==> run_1/wires.png <==
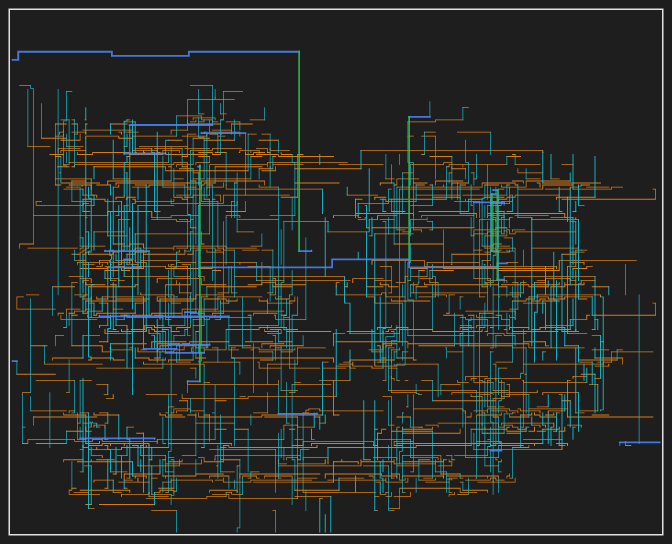
==> run_1/sizes.png <==
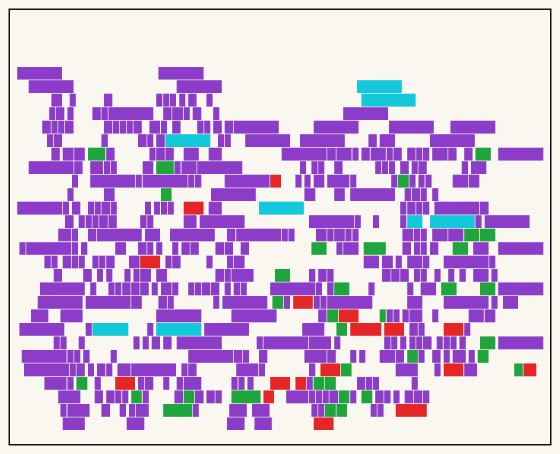
==> run_1/io_fan.png <==
Bar = 20 um.
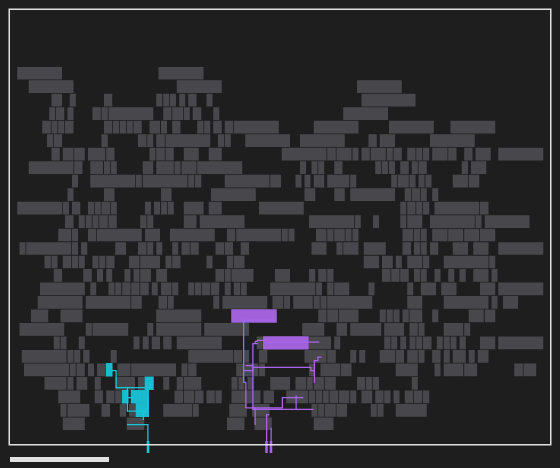
## config.mk

```make
export PLATFORM = sky130hd
export DESIGN_NAME = tone_sequencer
export DESIGN_NICKNAME = d
export VERILOG_FILES = /design/src/rtl/tone_sequencer.sv
export SDC_FILE = /design/constraint.sdc
export NUM_CORES = 1
export LEC_CHECK = 0
export ABC_AREA = 1
export CAP_MARGIN = 20
export CORE_ASPECT_RATIO = 0.8
export CORE_UTILIZATION = 40
export DETAILED_ROUTE_END_ITERATION = 10
export HOLD_SLACK_MARGIN = 0.1
export PLACE_DENSITY_LB_ADDON = 0.25
export SYNTH_ARGS = -nofsm -noshare
export SYNTH_HDL_FRONTEND = slang
export SYNTH_SLANG_ARGS = --single-unit
```

## constraint.sdc

```tcl
create_clock -name clk -period 5 [get_ports clk]
set_input_delay 0.5 -clock clk [delete_from_list [all_inputs] [get_ports clk]]
set_output_delay 0.5 -clock clk [all_outputs]
set_load 0.02 [all_outputs]
```

## src/rtl/tone_sequencer.sv

```systemverilog
// Tone sequencer: plays a fixed 4-step square-wave melody per sound type.
// Type 2 loops while enabled; the other types play once and park in DONE.
module tone_sequencer #(
  parameter int TONE_SCALE = 4096,
  parameter int NOTE_LEN   = 6250000,
  parameter int HW         = 20,
  parameter int NW         = 24
) (
  input  logic       clk,
  input  logic       rst,
  input  logic       en,
  input  logic [1:0] sound_type,
  output logic       audio,
  output logic       busy,
  output logic [1:0] step
);

  localparam logic [1:0] IDLE = 2'd0;
  localparam logic [1:0] PLAY = 2'd1;
  localparam logic [1:0] DONE = 2'd2;

  localparam logic [NW-1:0] NOTE_LAST = NW'(NOTE_LEN - 1);

  logic [1:0]    state;
  logic [1:0]    cur_type;
  logic [NW-1:0] note_cnt;
  logic [HW-1:0] half_cnt;
  logic [HW-1:0] tgt;
  logic [7:0]    code;
  logic          note_end;
  logic          half_end;
  logic          changed;

  // half-period code, 0 means rest
  always_comb begin
    code = 8'd0;
    unique case ({cur_type, step})
      4'h0: code = 8'd40;
      4'h1: code = 8'd40;
      4'h2: code = 8'd0;
      4'h3: code = 8'd0;
      4'h4: code = 8'd60;
      4'h5: code = 8'd50;
      4'h6: code = 8'd40;
      4'h7: code = 8'd30;
      4'h8: code = 8'd30;
      4'h9: code = 8'd60;
      4'ha: code = 8'd30;
      4'hb: code = 8'd60;
      4'hc: code = 8'd80;
      4'hd: code = 8'd60;
      4'he: code = 8'd40;
      4'hf: code = 8'd20;
      default: code = 8'd0;
    endcase
  end

  assign tgt      = HW'(code) * HW'(TONE_SCALE);
  assign note_end = (note_cnt == NOTE_LAST);
  assign half_end = (half_cnt == tgt - HW'(1));
  assign changed  = (sound_type != cur_type);

  always_ff @(posedge clk or negedge rst) begin
    if (!rst) begin
      state    <= IDLE;
      cur_type <= 2'd0;
      note_cnt <= '0;
      half_cnt <= '0;
      audio    <= 1'b0;
      busy     <= 1'b0;
      step     <= 2'd0;
    end else begin
      unique case (state)
        IDLE: begin
          if (en) begin
            state    <= PLAY;
            cur_type <= sound_type;
            busy     <= 1'b1;
            step     <= 2'd0;
            note_cnt <= '0;
            half_cnt <= '0;
            audio    <= 1'b0;
          end
        end
        PLAY: begin
          if (!en) begin
            state    <= IDLE;
            busy     <= 1'b0;
            step     <= 2'd0;
            note_cnt <= '0;
            half_cnt <= '0;
            audio    <= 1'b0;
          end else if (changed) begin
            cur_type <= sound_type;
            step     <= 2'd0;
            note_cnt <= '0;
            half_cnt <= '0;
            audio    <= 1'b0;
          end else if (note_end) begin
            note_cnt <= '0;
            half_cnt <= '0;
            audio    <= 1'b0;
            if (step != 2'd3) begin
              step <= step + 2'd1;
            end else if (cur_type == 2'd2) begin
              step <= 2'd0;
            end else begin
              state <= DONE;
              busy  <= 1'b0;
            end
          end else begin
            note_cnt <= note_cnt + NW'(1);
            if (code == 8'd0) begin
              audio    <= 1'b0;
              half_cnt <= '0;
            end else if (half_end) begin
              audio    <= ~audio;
              half_cnt <= '0;
            end else begin
              half_cnt <= half_cnt + HW'(1);
            end
          end
        end
        DONE: begin
          if (!en) begin
            state    <= IDLE;
            step     <= 2'd0;
            note_cnt <= '0;
            half_cnt <= '0;
            audio    <= 1'b0;
          end else if (changed) begin
            state    <= PLAY;
            cur_type <= sound_type;
            busy     <= 1'b1;
            step     <= 2'd0;
            note_cnt <= '0;
            half_cnt <= '0;
            audio    <= 1'b0;
          end
        end
        default: begin
          state <= IDLE;
          busy  <= 1'b0;
          step  <= 2'd0;
          audio <= 1'b0;
        end
      endcase
    end
  end

endmodule

```

==> results.py, run 1 <==
# Flow results
metrics = {
    "final_timing": {
        "tightest_slew_ps": 684,
        "max_slew_margin_pct": 54.4,
        "rsz0062_at_grt": "no",
        "setup_tns_ps": 0,
        "max_freq_ghz": 0.344,
        "holdWs_ps": 308,
        "slew_violations": 0,
        "report.final.hold_viol_count": 0,
        "min_period_ps": 2910,
        "fin_crit_sh_pct": 58.2,
        "clock_skew_ps": 7.51,
        "finalSetupViolations": 0,
    },
    "placement": {
        "routabilityCongestion": 0.833,
        "port_buffers": 8,
        "dp_hpwl_mm": 5.52,
    },
    "power_and_ir_drop": {
        "ir_drop_mv": 0.287,
        "p_per_area_mw_per_mm2": 416,
        "leakagePower_nw": 1.66,
    },
    "clock_tree": {
        "cts-buffers-inserted": 5,
        "cts_tree": "built",
        "cts_hold_buf": 0,
        "ctsLongestPathBuffers": 2,
        "clkLatencyLatePin_ps": 300,
        "clock_sinks": 52,
        "cts.htree.levels": 2,
        "cts_resized": 0,
        "clkTransAtPathRegs_ps": 70,
        "cts_post_setup_buffers_inserted": 0,
        "cts-root-buf": "clkbuf_16",
    },
    "routing": {
        "ant_nets": 0,
        "routed_via_density": 5.03,
        "drt_iter0_drc": 171,
        "first_pass_iters": 4,
        "drc": 0,
    },
    "worst_setup_path": {
        "cp.arrival_ps": 3100,
        "cp.required_ps": 5190,
        "critPathCaptureType": "flip-flop",
        "start_kind": "flip-flop",
        "critical_path_peak_fanout": 18,
        "rr_worst_depth": 17,
        "worstSetupPathType": "reg2reg",
    },
    "logic_synthesis": {
        "post_synth.cell_area_avg_um2": 7.67,
        "ff_type": "dfrtp_1",
        "ys_types": 38,
        "topCellsByArea": "dfrtp_1 36%, nand2_1 11%, inv_1 5.9%",
        "synthCells": 477,
        "synth_area_mm2": 0.00366,
        "async_reset_ff_share_pct": 100,
        "yosysChipArea_mm2": 0.00366,
        "synth_flops": 52,
        "top_area_cell": "dfrtp_1",
        "yosysTopAreaCellShare_pct": 35.6,
        "yosysSeqAreaShare_pct": 35.6,
        "ys_warn_count": 0,
        "fp_nets": 495,
        "edf_count": 0,
        "ys_cells": 477,
    },
    "cells_and_area": {
        "mi_logic_area_mm2": 0.00202,
        "n_antenna_cell": 0,
        "nFillCells": 848,
        "final_nets": 501,
        "final_core_utilization_pct": 45.5,
        "regArea_mm2": 0.00130,
    },
    "hold_path": {
        "hold_class": "in2async",
    },
    "floorplan": {
        "fp_util_pct": 42.2,
        "die_w_um": 109,
        "design.core.area_mm2": 0.00867,
        "row_count": 30,
        "die_area_mm2": 0.00954,
        "die_height_um": 87.6,
        "io_pins": 9,
    },
    "run_status": {
        "status": "completed",
    },
    "global_routing": {
        "antenna_found_initial": 0,
        "grt_busiest_layer": "met2",
        "overflow": 0,
        "grt_pass1_vias": 2826,
        "grt_max_degree": 53,
        "grt_use_met2_pct": 26.6,
        "grt_pass1_wl_mm": 13.2,
        "grt_util_met1_pct": 25.3,
        "grt_use_met3_pct": 3.35,
    },
    "job": {
        "tool_warnings": 34,
        "cap_violations": 0,
    },
}
Notes on wires.png above:
Blue shows metal 3, wire length 235 um. Orange shows metal 1, wire length 3,980 um. Cyan shows metal 2, wire length 3,240 um. Green shows metal 4, wire length 118 um.
wire per inst: 12.7 um
routed wire length: 7.58 mm
GRT Util Overall: 17.6%
routed vias: 2,996

Notes on sizes.png above:
Red shows _3 and _4 cells, cells 17. Green shows _2 cells, cells 34. Purple shows _0 and _1 cells, cells 425. Cyan shows _6 and larger, cells 8.
Area growth, synth to finish: 7.90%
Post-Layout Inst Area: 0.00395 mm^2
non-clock buffer count: 9
Setup WS post-layout: 2090 ps

Notes on io_fan.png above:
Purple shows step, bits 2, direction output, edge south, end cells 2, buffers 2, wire 117 um. Cyan shows en, bits 1, direction input, edge south, end cells 6, buffers 1, wire 34.4 um.

run 1: critical path, stage by stage, from the launching register on:
cell and delay, ps:
dfrtp_1 510, inv_1 180, ha_1 350, inv_1 70, nand2_2 70, nand2_1 80
nand2_1 80, ha_1 320, xor2_1 150, nand2_1 60, nor2_1 110, nand3_1 140
nor2_4 120, nand3_4 120, nand2_4 250, nand2_1 90, nand2_1 70, nand2_1 40
run 1: final cells by class:
type	instances	area share, %
repair buffers	9	2.09
multi-input cells	353	51.1
flip-flops and latches	52	33.0
clock buffers	6	3.26
well taps	112	3.55
clock inverters	2	0.982
inverters	62	6.08
run 1: cell usage after synthesis (4+ instances only):
cell type and number:
nor3_1 13, nor2_2 4, nor2_4 6, a21oi_2 10, nand4_1 16, inv_1 58
ha_1 13, o21ai_1 5, nand2_4 5, nand2_2 12, dfrtp_1 52, nand3_1 38
a21oi_1 27, o21ai_0 7, buf_6 5, nor2_1 44, nor4_1 5, xor2_1 19
nand2_1 106
run 1: layout by cell type (no fill, tap or decap), types with 4 or more instances in the layout:
master           instances
nand2_4                  5
a21oi_1                 27
o21ai_0                  7
inv_1                   58
o21ai_1                  5
nand2_2                 12
nand3_1                 38
nor2_1                  44
xor2_1                  19
nor4_1                   5
nor2_4                   6
ha_1                    13
nor2_2                   4
dfrtp_1                 52
nand4_1                 16
clkdlybuf4s50_1          7
clkbuf_16                5
nor3_1                  13
nand2_1                106
a21oi_2                 10
run 1: per-stage QoR:
stage               worst slack, ps  instance area (um^2)  total power, mW  std cells
floorplan                      2420                  3660             1.15        477
global placement               2080                  3780             1.24        588
detailed placement             2020                  3780             1.25        588
CTS                            2090                  3950             1.65        596
global route                   1810                  3950             1.76        596
finish                         2090                  3950             1.64        596
run 1: path summary, 6_finish.rpt:
check	start	end	slack, ps
worst max register to register	step[0]$_DFFE_PN0P_	audio$_DFFE_PN0P_	2090
worst min-delay path	rst	half_cnt[17]$_DFFE_PN0P_	310
max in group asynchronous	rst	note_cnt[7]$_DFFE_PN0P_	4220
worst max-delay path	step[0]$_DFFE_PN0P_	audio$_DFFE_PN0P_	2090
worst min register to register	busy$_DFFE_PN0P_	busy$_DFFE_PN0P_	480
min in group clk	busy$_DFFE_PN0P_	busy$_DFFE_PN0P_	480
run 1: cells by family (layout without fill, tap and decap cells):
family                     count (synthesis)  count (layout)  synth area share, %
adders and majority gates                 13              13                 4.44
buffers and inverters                     72              79                 9.33
and+or+nand+nor                          262             262                 35.8
xor gates and xnor gates                  23              23                 5.91
DFF                                       52              52                 35.6
AOI/OAI and AO/OA                         55              55                 8.92
run 1: registers in the layout, summed over array words and instances, names as in the netlist:
signal,flops
busy,1
cur_type,2
step,2
audio,1
note_cnt,24
half_cnt,20
state,2
run 1: power breakdown:
part / switching [mW] / total, mW / internal (mW) / leakage, nW
logic: 0.507 / 0.740 / 0.233 / 0.861
registers: 0.0561 / 0.504 / 0.448 / 0.715
clock network: 0.161 / 0.400 / 0.239 / 0.0815
total: 0.724 / 1.64 / 0.920 / 1.66
run 1: metal layers:
metal	up-vias	wire [um]
met1	1387	3980
met3	11	234
met5	-	0
met2	42	3240
met4	0	117
li1	1556	-
## Run 2: what changed since run 1
==> constraint.sdc (replaced) <==
create_clock -name clk -period 2.55 [get_ports clk]
set_input_delay 0.255 -clock clk [delete_from_list [all_inputs] [get_ports clk]]
set_output_delay 0.255 -clock clk [all_outputs]
set_load 0.02 [all_outputs]
==> run_2/wires.png <==
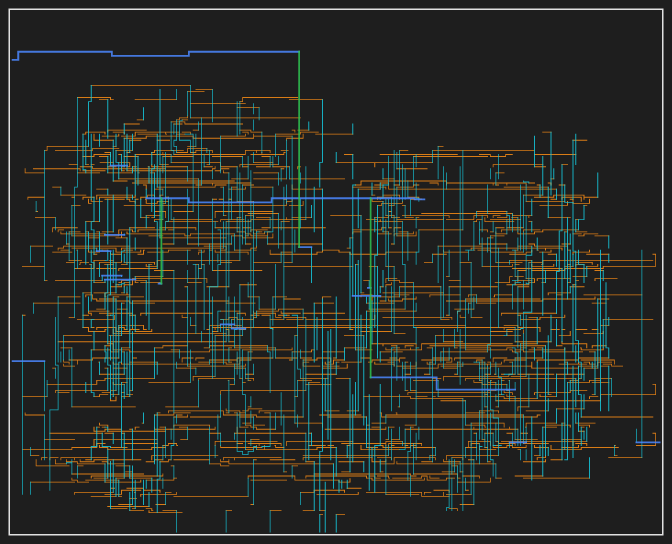
wire per inst: 12.8 um
routed wire length: 7.83 mm

==> run_2/placement.png <==
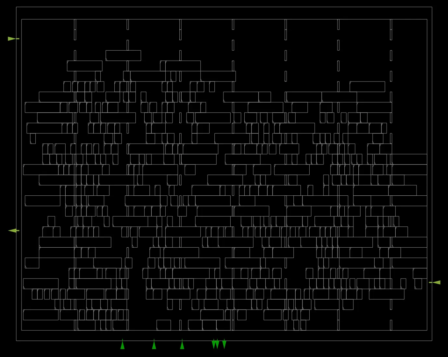
sequential share of cell area: 31.6%
Well Taps: 112
Core Region: 0.00867 mm^2

==> run_2/io_fan.png <==
Bar = 20 um.
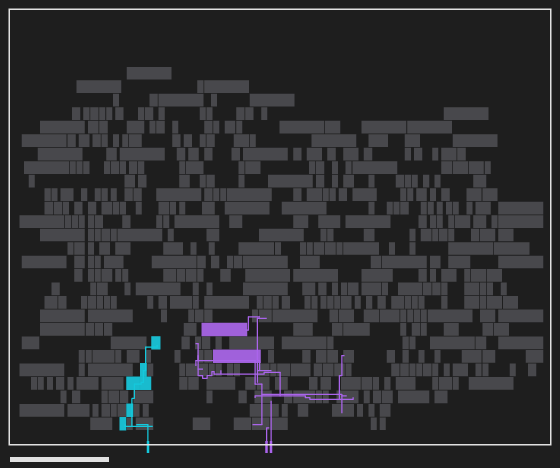
PortBufs: 8
io pins: 9

==> run 2 against run 1 <==
Count of clock-buffer cells in the layout increased by 2. Die area unchanged. Sequential share of layout area shrank 1.3 points. Clock skew hardly changed. Non-clock buffer count grew 14. First-iteration DRC count is 17% higher. Hold slack better by 120 ps. Combinational power up 120%.
==> results.py, run 2 <==
# Flow results
metrics = {
    "run_status": {
        "status": "completed",
    },
    "hold_path": {
        "hold_class": "in2async",
    },
    "logic_synthesis": {
        "fp_nets": 495,
        "top_area_cell": "dfrtp_1",
        "top_cell": "nand2_1",
        "ys_warn_count": 0,
        "post_synth.cell_area_avg_um2": 7.67,
    },
    "worst_setup_path": {
        "worstSetupPathType": "reg2reg",
        "slowest_delay_ps": 410,
        "cp_slowest_cell": "dfrtp_2",
        "rr_startpoint": "step[0]$_DFFE_PN0P_",
        "crit_start": "step[0]$_DFFE_PN0P_",
        "critical_path_peak_fanout": 7,
        "cp.required_ps": 2740,
        "crit_end": "audio$_DFFE_PN0P_",
    },
    "final_timing": {
        "setup_tns_ps": 0,
        "tightest_slew_ps": 491,
        "fin_crit_sh_pct": 94.6,
        "min_period_ps": 2410,
        "slew_violations": 0,
        "clock_skew_ps": 7.50,
        "finalSetupViolations": 0,
    },
    "cells_and_area": {
        "final_common_cell": "nand2_1",
        "largest_reg_flops": 24,
    },
    "clock_tree": {
        "clock_sinks": 52,
        "cts_tree": "built",
        "cts-root-buf": "clkbuf_16",
        "clkTransAtPathRegs_ps": 70,
        "cts.htree.levels": 2,
    },
    "floorplan": {
        "die_height_um": 87.6,
        "fp_util_pct": 42.2,
    },
    "global_routing": {
        "grt_max_degree": 40,
        "overflow": 0,
    },
    "routing": {
        "vias": 3081,
    },
    "job": {
        "tool_warnings": 34,
    },
    "power_and_ir_drop": {
        "ir_drop_mv": 0.421,
    },
}
-- run 2: repair_timing --
action,4_1_cts,5_1_grt
buffers inserted,0,5
endpoints found under the hold margin,18,0
setup endpoints to repair,0,17
gates resized,0,9
hold buffers,1,0
-- run 2: cell type report --
class / instances / area [um^2] / area share [%]
clock buffers: 8 / 156 / 3.80
inverters: 62 / 240 / 5.84
multi-input cells: 354 / 2060 / 50.1
flip-flops and latches: 52 / 1300 / 31.6
well taps: 112 / 140 / 3.40
repair buffers: 23 / 215 / 5.23
-- run 2: worst min-delay path by stage --
| stage | start | end | slack (ps) | cells after the start |
|---|---|---|---|---|
| floorplan | rst | audio$_DFFE_PN0P_ | -40 | 0 |
| global placement | rst | half_cnt[18]$_DFFE_PN0P_ | 220 | 1 |
| detailed placement | rst | half_cnt[18]$_DFFE_PN0P_ | 220 | 1 |
| CTS | rst | half_cnt[18]$_DFFE_PN0P_ | 450 | 2 |
| global route | rst | half_cnt[15]$_DFFE_PN0P_ | 480 | 2 |
| finish | rst | half_cnt[18]$_DFFE_PN0P_ | 420 | 2 |
-- run 2: metrics by stage --
| stage | utilization [%] | power (mW) | instance area, um^2 | setup WS, ps |
|---|---|---|---|---|
| final | 47.5 | 3.32 | 4120 | 138 |
| after global routing | 47.5 | 3.59 | 4120 | -8.02 |
| after CTS | 46.4 | 3.28 | 4020 | 12.4 |
| after detailed placement | 44.5 | 2.55 | 3850 | 27.4 |
| after global placement | 44.5 | 2.52 | 3850 | 91.8 |
| after floorplan | - | 2.26 | 3660 | 52.2 |
-- run 2: routing by layer --
metal	global-route usage (%)	wire [um]	up-vias
li1	-	-	1592
met1	25.2	4090	1456
met2	28.4	3500	26
met3	4.02	164	7
met4	4.79	76	0
met5	0	0	-
-- run 2: critical path: cells and delay by family, from the launching register on --
| family | cells | cell delay (ps) |
|---|---|---|
| buffers and inverters | 2 | 130 |
| xor gates and xnor gates | 1 | 140 |
| DFF | 1 | 410 |
| and+or+nand+nor | 12 | 1100 |
| adders and majority gates | 2 | 530 |
-- run 2: kinds of logic (layout without fill, tap and decap cells) --
kind of cell / Yosys count / after routing / share of synthesized area [%]
compound gates: 55 / 55 / 8.92
xor+xnor: 23 / 23 / 5.91
fa+ha+maj: 13 / 13 / 4.44
buf+inv: 72 / 93 / 9.33
flops: 52 / 52 / 35.6
simple gates: 262 / 263 / 35.8
-- run 2: power breakdown --
| group | switching, mW | internal, mW |
|---|---|---|
| combinational | 1.05 | 0.556 |
| sequential | 0.0990 | 0.880 |
| clock | 0.307 | 0.419 |
| total | 1.46 | 1.86 |
Power figures rest on the tool's default switching activity, not on a simulated workload.
